==> run_1/cell_classes.png <==
Scale bar: 20 um.
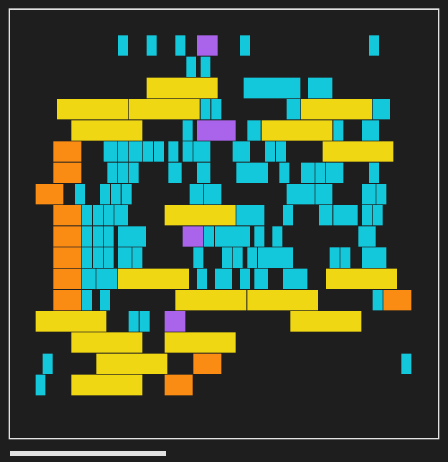
==> run_1/metal_stack.png <==
Scale bar: 20 um. Two of the layers only.
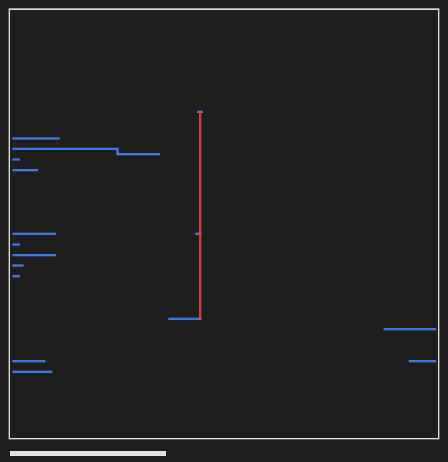
==> run_1/registers.png <==
Scale bar: 20 um. Other sequential cells in the stronger grey, the rest of the logic in the fainter grey.
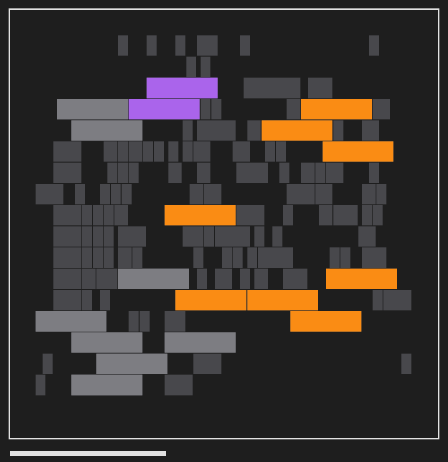
**config.mk**
```make
export PLATFORM = sky130hd
export DESIGN_NAME = clk_switch_ctrl
export DESIGN_NICKNAME = d
export VERILOG_FILES = /design/src/rtl/clk_switch_ctrl_pkg.sv /design/src/rtl/clk_switch_ctrl_cycle_timer.sv /design/src/rtl/clk_switch_ctrl.sv
export SDC_FILE = /design/constraint.sdc
export NUM_CORES = 1
export LEC_CHECK = 0
export ABC_AREA = 1
export CORE_MARGIN = 3
export CORE_UTILIZATION = 41
export CTS_BUF_LIST = sky130_fd_sc_hd__clkbuf_4 sky130_fd_sc_hd__clkbuf_8
export DETAILED_ROUTE_END_ITERATION = 10
export PLACE_DENSITY = 0.68
export SLEW_MARGIN = 20
export SYNTH_ARGS = -nofsm -noshare
export SYNTH_HDL_FRONTEND = slang
export SYNTH_SLANG_ARGS = --single-unit
```
**constraint.sdc**
```tcl
create_clock -name clk -period 2.6 [get_ports clk]
set_input_delay 0.52 -clock clk [delete_from_list [all_inputs] [get_ports clk]]
set_output_delay 0.52 -clock clk [all_outputs]
set_load 0.02 [all_outputs]
```
**src/rtl/clk_switch_ctrl_pkg.sv**
```systemverilog
// Shared types and constants for the clock-source switch controller.
package clk_switch_ctrl_pkg;

    typedef enum logic [1:0] {
        ST_IDLE   = 2'd0,
        ST_SETTLE = 2'd1,
        ST_DWELL  = 2'd2
    } state_t;

    localparam int SETTLE_DEF = 8;
    localparam int DWELL_DEF  = 16;
    localparam int TMR_W      = 8;

endpackage

```
**src/rtl/clk_switch_ctrl_cycle_timer.sv**
```systemverilog
// Loadable down-counter; expired is high while the count sits at zero.
module cycle_timer
    import clk_switch_ctrl_pkg::*;
(
    input  logic             clk,
    input  logic             rst,
    input  logic             load,
    input  logic [TMR_W-1:0] load_val,
    output logic             expired
);

    logic [TMR_W-1:0] cnt_q;
    logic [TMR_W-1:0] cnt_d;

    always_comb begin
        cnt_d = cnt_q;
        if (load) begin
            cnt_d = load_val;
        end else if (cnt_q != '0) begin
            cnt_d = cnt_q - 1'b1;
        end
    end

    always_ff @(posedge clk or posedge rst) begin
        if (rst) begin
            cnt_q <= '0;
        end else begin
            cnt_q <= cnt_d;
        end
    end

    assign expired = (cnt_q == '0);

endmodule

```
**src/rtl/clk_switch_ctrl.sv**
```systemverilog
// Sequencer for a glitchless 2:1 clock mux select: settle after a change, then dwell.
// Define CLK_SWITCH_CTRL_SW_CNT_EN to enable the saturating completed-switch counter.
//
// state  | meaning
// IDLE   | ready for a request; no-op and reject answered from here
// SETTLE | sel changed, waiting for the mux to settle before confirming
// DWELL  | switch confirmed, holding off further requests
module clk_switch_ctrl
    import clk_switch_ctrl_pkg::*;
#(
    parameter int SETTLE_CYCLES = SETTLE_DEF,
    parameter int DWELL_CYCLES  = DWELL_DEF
) (
    input  logic       clk,
    input  logic       rst,
    input  logic       req_valid,
    input  logic       req_sel,
    output logic       req_ready,
    input  logic [1:0] src_ok,
    output logic       sel,
    output logic       cur_sel,
    output logic       busy,
    output logic       done,
    output logic       err,
    output logic [7:0] sw_cnt
);

    // done is registered off expiry, so settle spans SETTLE_CYCLES+1 edges;
    // the dwell count includes the done cycle itself, hence the minus one.
    localparam logic [TMR_W-1:0] SETTLE_LD = TMR_W'(SETTLE_CYCLES);
    localparam logic [TMR_W-1:0] DWELL_LD  = TMR_W'(DWELL_CYCLES - 1);

    state_t           state_q;
    logic             sel_q, cur_sel_q, busy_q, done_q, err_q, ready_q;
    logic             noop_pend_q, rej_pend_q;
    logic             tmr_load, tmr_expired;
    logic [TMR_W-1:0] tmr_val;
    logic             accept, is_noop, is_rej, go;

    assign accept  = req_valid && ready_q;
    assign is_noop = (req_sel == cur_sel_q);
    assign is_rej  = !is_noop && !src_ok[req_sel];
    assign go      = accept && !is_noop && !is_rej;

    always_comb begin
        tmr_load = 1'b0;
        tmr_val  = '0;
        if (state_q == ST_IDLE && go) begin
            tmr_load = 1'b1;
            tmr_val  = SETTLE_LD;
        end else if (state_q == ST_SETTLE && tmr_expired) begin
            tmr_load = 1'b1;
            tmr_val  = DWELL_LD;
        end
    end

    cycle_timer u_timer (
        .clk      (clk),
        .rst      (rst),
        .load     (tmr_load),
        .load_val (tmr_val),
        .expired  (tmr_expired)
    );

    always_ff @(posedge clk or posedge rst) begin
        if (rst) begin
            state_q     <= ST_IDLE;
            sel_q       <= 1'b0;
            cur_sel_q   <= 1'b0;
            busy_q      <= 1'b0;
            done_q      <= 1'b0;
            err_q       <= 1'b0;
            ready_q     <= 1'b0;
            noop_pend_q <= 1'b0;
            rej_pend_q  <= 1'b0;
        end else begin
            done_q      <= noop_pend_q;
            err_q       <= rej_pend_q;
            noop_pend_q <= 1'b0;
            rej_pend_q  <= 1'b0;
            case (state_q)
                ST_IDLE: begin
                    ready_q <= 1'b1;
                    if (accept) begin
                        if (is_noop) begin
                            noop_pend_q <= 1'b1;
                        end else if (is_rej) begin
                            rej_pend_q <= 1'b1;
                        end else begin
                            sel_q   <= req_sel;
                            state_q <= ST_SETTLE;
                            busy_q  <= 1'b1;
                            ready_q <= 1'b0;
                        end
                    end
                end
                ST_SETTLE: begin
                    if (tmr_expired) begin
                        done_q    <= 1'b1;
                        cur_sel_q <= sel_q;
                        state_q   <= ST_DWELL;
                    end
                end
                ST_DWELL: begin
                    if (tmr_expired) begin
                        state_q <= ST_IDLE;
                        busy_q  <= 1'b0;
                        ready_q <= 1'b1;
                    end
                end
                default: begin
                    state_q <= ST_IDLE;
                    busy_q  <= 1'b0;
                    ready_q <= 1'b0;
                end
            endcase
        end
    end

`ifdef CLK_SWITCH_CTRL_SW_CNT_EN
    logic [7:0] sw_cnt_q;

    always_ff @(posedge clk or posedge rst) begin
        if (rst) begin
            sw_cnt_q <= '0;
        end else if (state_q == ST_SETTLE && tmr_expired && sw_cnt_q != 8'hFF) begin
            sw_cnt_q <= sw_cnt_q + 8'd1;
        end
    end

    assign sw_cnt = sw_cnt_q;
`else
    assign sw_cnt = '0;
`endif

    assign req_ready = ready_q;
    assign sel       = sel_q;
    assign cur_sel   = cur_sel_q;
    assign busy      = busy_q;
    assign done      = done_q;
    assign err       = err_q;

endmodule

```
==> run summary, run 1 <==
Quick summary of the implementation run below.

The flow ran to the end, and the final reports show no timing, DRC or antenna violations. The sequential fraction of the synthesis area is 46.0%. The synthesized cell area is 980 sq um. Looking at the cell usage after synthesis, the top flip-flop cell is dfrtp_1. TritonCTS built the clock tree. After technology mapping, the gate count stands at 116.

In this run the mean area of a mapped cell was 8.45 sq um. The via count of the first global-routing pass was 712. The clock drives 18 sinks.

According to the timing report, the critical path is launched from sel. The post-synthesis to final-layout area growth came out at 13.9%. The post-CTS hold buffer count recorded in the log is 0. The relative max-transition margin came out at 55.9%. The maximum resistive drop on vdd is 0.000586 V. Signal nets in the final route climb as high as met4.

Setup repair after global routing left no endpoint under its margin. STA classifies the critical path startpoint as a flip-flop. The count of inserted antenna diode cells is 0. The share of the clock period used by the worst path came out at 70.3%.

During I/O placement, the number of pins put on the boundary was 20. The die is 54.9 um wide. At the worst endpoint, the arrival time is 1.31 ns.

The worst slack after detailed placement came out at 0.772 ns. The wire length of the first global-routing pass came out at 3.05 mm. The setup TNS came out at 0 ns. Among all stages on the critical path, the maximum delay recorded is 0.62 ns. The highest clock rate this design can be run at is 547 MHz. The maximum buffer depth of the clock tree came out at 2. The total half-perimeter wirelength after legalization and detailed placement came out at 1.28 mm. The count of flip-flops with a built-in enable after synthesis came out at 0.

The Yosys step of the flow raised 0 warnings. The final count of pins violating max slew is 0. The via count is 722. According to the hold report, the worst path is of the reg2reg type. The worst setup path is captured at an output port.

The worst hold path begins at rej_pend_q. After synthesis, the chip area reported by Yosys is 980 sq um. Synthesis inferred 18 register bits. The slack of the critical path is 0.772 ns.

The number of hold violations in the final report is 0. The net count of the finished layout is 138. Dividing the detail-routed via count by the number of cells gives 4.60. Per STA, the worst path accumulates the most delay in the family buffers and inverters. Listed in order, past its start point the critical path passes clkdlybuf4s50_1. The warning total across the stage logs came out at 27. The total setup buffers inserted after CTS came out at 0. The count of input and output buffers came out at 11. The startpoint-to-endpoint class of the critical path is reg2out.

The slowest stage cell on the critical path is clkdlybuf4s50_1. The worst-margin pin slew came out at 0.660 ns. The share of the core area taken by cells at floorplan is 43.9%. The worst register-to-register path begins at u_timer.cnt_q[0]. The power per cell area came out at 1090 mW/mm^2. The met2 layer wire length in the routed design is 768 um. The count of nets left with antenna violations after detail routing came out at 0. The final global-route overflow total is 0. The number of buffers and inverters on the critical path is 1.

The met1 layer wirelength in the final routing is 821 um. CTS placed an instance of clkbuf_4 at the clock tree root. The peak fanout along the critical path came out at 3.
Notes on cell_classes.png above:
- purple: clock drivers and dummy loads (cells 4)
- cyan: all other logic (cells 96)
- yellow: flip-flops (cells 18)
- orange: other buffers and delay cells (cells 11)
core footprint: 0.00223 sq mm
placement row count: 17
post-route cell area: 0.00112 sq mm
Util after Layout: 50.0%

Notes on metal_stack.png above:
- red: met4 (wire length 26.5 um)
- blue: met3 (wire length 64.6 um)
Overall Global Routing Usage: 14.6%
Total Wirelength: 1.68 mm
wire length per cell: 10.7 um

Notes on registers.png above:
- orange: u_timer.cnt_q (flops 8)
- purple: state_q (flops 2)
- not coloured: 8
Storage cell area: 450 sq um
Seq power: 0.000476 W
flop share of the area: 40.4%

## run 1: kinds of logic after synthesis
| group | after synthesis | share of synthesized area, % |
|---|---|---|
| and+or+nand+nor | 62 | 31.9 |
| buffers and inverters | 24 | 13.0 |
| adders and majority gates | 2 | 2.55 |
| AOI/OAI and AO/OA | 5 | 2.55 |
| xor gates and xnor gates | 4 | 3.58 |
| other | 1 | 0.383 |
| DFF | 18 | 46.0 |
## run 1: cells in the final DEF, fill, tap and decap left out, types with 3 or more instances in the layout
cell,synthesis,final
xor2_1,3,3
inv_1,13,13
conb_1,1,8
nand4_1,3,3
clkdlybuf4s50_1,0,11
nor3_1,3,3
clkbuf_4,0,3
nor2_1,11,11
dfrtp_1,18,18
nand3_1,6,6
nand2_2,4,4
nand2_1,27,27
## run 1: final timing paths
check / endpoint / slack (ns) / cells past startpoint
worst max-delay path: sel / 0.77 / 1
worst min-delay path: err / 0.36 / 0
worst max register to register: u_timer.cnt_q[6] / 0.92 / 7
worst min register to register: err / 0.36 / 0
max in group asynchronous: sel / 1.57 / 2
min in group asynchronous: u_timer.cnt_q[1] / 0.61 / 2
## run 1: routing by layer
metal,up-vias,global-route usage [%]
met1,331,17.8
met2,16,23.8
met3,3,3.27
met4,0,7.47
li1,372,-
met5,-,0
## run 1: cells in the mapped netlist, drive strengths merged (2+ instances only)
cell type	count	share of area, %
nand3	8	5.1
nor2	14	6.6
nand2	31	13
dfrtp	18	46
ha	2	2.6
inv	15	5.7
o21ai	4	2.0
buf	9	7.3
nand4	3	1.9
xor2	3	2.7
nor3	4	2.6
## run 1: where the power goes
part	internal (W)	total, W	switching (W)
Sequential	0.000393	0.000476	0.0000834
Combinational	0.000235	0.000573	0.000338
Clock	0.0000854	0.000172	0.0000862
Total	0.000714	0.00122	0.000507
## run 1: registers in the layout (all words and copies together), names as in the netlist
register       flops
noop_pend_q        1
state_q            2
sel                1
req_ready          1
done               1
u_timer.cnt_q      8
rej_pend_q         1
err                1
cur_sel            1
busy               1
## run 1: stage by stage
stage	hold slack, ns	cell area (sq um)	util (%)	power (W)	std cells
floorplan	0.331	1010	-	0.000907	123
global route	0.387	1120	50.0	0.00134	157
detailed placement	0.343	1080	48.3	0.00106	153
global placement	0.335	1080	48.3	0.00105	153
CTS	0.366	1120	50.0	0.00124	157
finish	0.361	1120	50.0	0.00122	157
## run 1: final cells by class
cell class              instances  share of cell area [%]
clock buffers                   4                    3.25
repair buffers                 11                    9.87
inverters                      15                    5.04
multi-input cells              81                    38.3
well taps                      28                    3.14
flip-flops and latches         18                    40.4
## Run 2: what changed since run 1
- PLACE_DENSITY: 0.68 -> 0.71
- clock period: 2.6 -> 1.57 ns (I/O delays scaled with it)
==> run_2/final_congestion.png <==
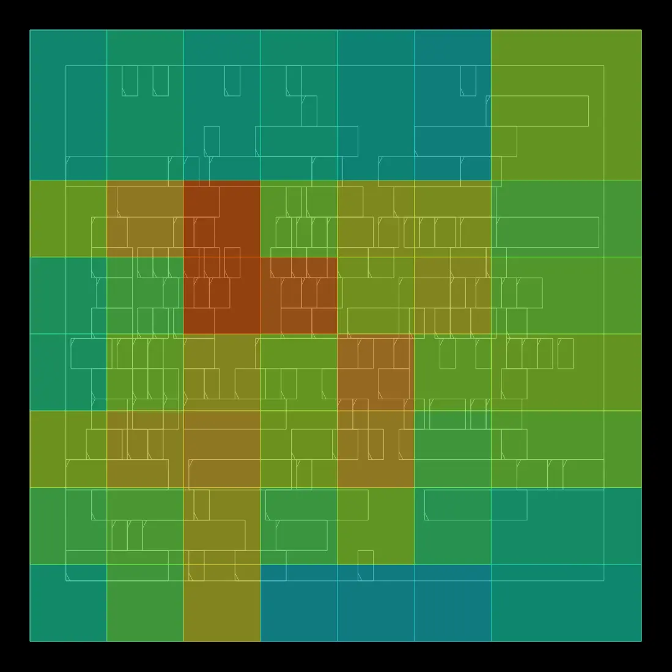
met3 GRT Util: 3.27%
wire length per cell: 11.4 um
most used routing layer: met2

==> run 2 against run 1 <==
Die size is the same. Critical endpoint is now u_timer.cnt_q[3]. Critical path depth increased by 7. Power up 67%. Sequential power grew 68%. Routed wire length increased by 9.2%. Largest cell class unchanged. Via count up 3.0%. Synthesized cell count unchanged. Sequential cell count unchanged. Largest power group unchanged.
==> run summary, run 2 <==
Quick summary of the implementation run below.

Status: completed (unchanged). Largest cells by area after synthesis: dfrtp_1 (46%), nand2_1 (10%), buf_4 (6.1%), inv_1 (5.0%), nor2_1 (4.2%) (unchanged). The post-synthesis to final-layout area growth is 17.0% (was 13.9%). The xor/xnor share of the synthesized area is 3.58% (unchanged). The cell type contributing the most total cell area after synthesis is dfrtp_1 (unchanged). The worst slack after detailed placement is -0.0596 ns (was 0.772 ns).

The final global-route overflow total came to 0 (unchanged). The maximum resistive drop on vdd was 0.000938 V (was 0.000586 V). The CTS tree is done (unchanged). The worst hold slack is 0.330 ns (was 0.361 ns).

The die extent in x is 54.9 um (unchanged). The slack of the critical path is 0.188 ns (was 0.772 ns). The power per cell area came to 1780 mW/mm^2 (was 1090 mW/mm^2). The biggest combinational cell group after synthesis is simple AND/OR/NAND/NOR gates (unchanged). The placed cell area was 0.00111 sq mm (was 0.00108 sq mm). The count of flip-flops with a built-in enable after synthesis came out at 0 (unchanged).

The number of nets in the final layout is 142 (was 138). The origin of the critical flop-to-flop path is u_timer.cnt_q[1] (was u_timer.cnt_q[0]). The logic depth of the worst register-to-register path was 8 (was 7). The buffer cell driving the clock tree root is clkbuf_4 (unchanged).

The total half-perimeter wirelength after legalization and detailed placement came out at 1.40 mm (was 1.28 mm). Cells along the critical path: inv_1 > ha_1 > nand2_1 > nor2_4 > nand2_2 > nand2_2 > inv_2 > nand3b_4 (was clkdlybuf4s50_1). The post-synthesis cell type with the largest instance count is nand2_1 (unchanged).

The multiplexer share of the synthesized area came out at 0% (unchanged). The final instance count without filler cells was 161 (was 157). The total cell area reported by yosys after synthesis came out at 980 sq um (unchanged).

Largest regs: u_timer.cnt_q (8), state_q (2) (unchanged). The initial core utilization came out at 43.9% (unchanged). The critical path startpoint category is a flip-flop (unchanged). The dominant synthesized flop cell is dfrtp_1 (unchanged). The number of logic stages on the critical path including buffering came out at 8 (was 1). The critical path capture point type is a flip-flop (was output port). The maximum buffer depth of the clock tree came out at 2 (unchanged). The number of ports placed on the die boundary is 20 (unchanged). The routed via count divided by cell count is 4.62 (was 4.60). The largest incremental delay on the critical path is 0.41 ns (was 0.62 ns).
==> run_2/metal_stack.png <==
Scale bar: 20 um. Two of the layers only.
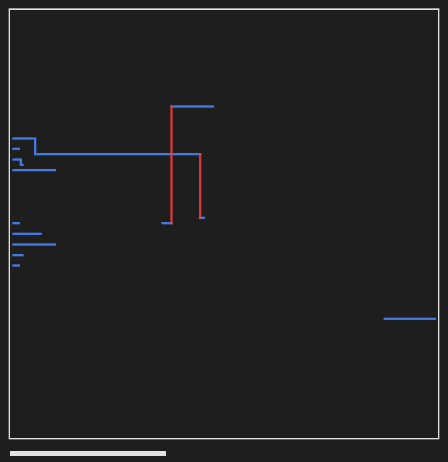
total via count after detailed routing: 744
Total Wirelength: 1.84 mm
Overall Global Routing Usage: 15.6%

[run 2: cells by family after synthesis]
kind of cell,Yosys count
DFF,18
and+or+nand+nor,62
other,1
xor gates and xnor gates,4
adders and majority gates,2
buffers and inverters,24
AOI/OAI and AO/OA,5
[run 2: cell type report]
class	instances	area, sq um	share of cell area (%)
well taps	28	35.0	3.06
repair buffers	15	140	12.2
inverters	15	56.3	4.91
multi-input cells	81	428	37.3
flip-flops and latches	18	450	39.3
clock buffers	4	36.3	3.17
[run 2: worst reg2reg max path, cell delays in order, from the launching register on]
cell,delay (ns)
dfrtp_1,0.41
inv_1,0.09
ha_1,0.14
nand2_1,0.10
nor2_4,0.17
nand2_2,0.16
nand2_2,0.14
inv_2,0.06
nand3b_4,0.06
[run 2: path summary, 6_finish.rpt]
kind                            slack, ns                to
worst max-delay path                 0.19  u_timer.cnt_q[3]
min in group clk                     0.36               err
worst min-delay path                 0.33  u_timer.cnt_q[2]
max in group asynchronous            1.05  u_timer.cnt_q[3]
worst max register to register       0.19  u_timer.cnt_q[3]
worst min register to register       0.36               err
[run 2: layer usage]
metal	wire length [um]	global-route usage (%)	up-vias
li1	-	-	380
met1	838	18.7	348
met2	915	27.4	12
met3	58	3.27	4
met4	23	4.98	0
met5	0	0	-
[run 2: stage by stage]
| stage | power (W) | util (%) |
|---|---|---|
| after floorplan | 0.00150 | - |
| after global placement | 0.00177 | 49.7 |
| after detailed placement | 0.00180 | 49.7 |
| after CTS | 0.00206 | 51.1 |
| after global routing | 0.00223 | 51.3 |
| final | 0.00204 | 51.3 |
[run 2: what timing repair did]
action,in CTS,in global routing
pin swaps,0,1
buffers inserted,0,0
endpoints found under the setup margin,4,4
cloned,0,0
gates resized,4,2
[run 2: report_power, final]
part | switching, W | total, W | internal, W | leakage, nW
combinational | 0.000573 | 0.000960 | 0.000387 | 0.394
clock | 0.000138 | 0.000279 | 0.000141 | 0.0210
sequential | 0.000147 | 0.000798 | 0.000651 | 0.228
total | 0.000858 | 0.00204 | 0.00118 | 0.643
No activity file was given, so power comes from the tool's default toggle rates.
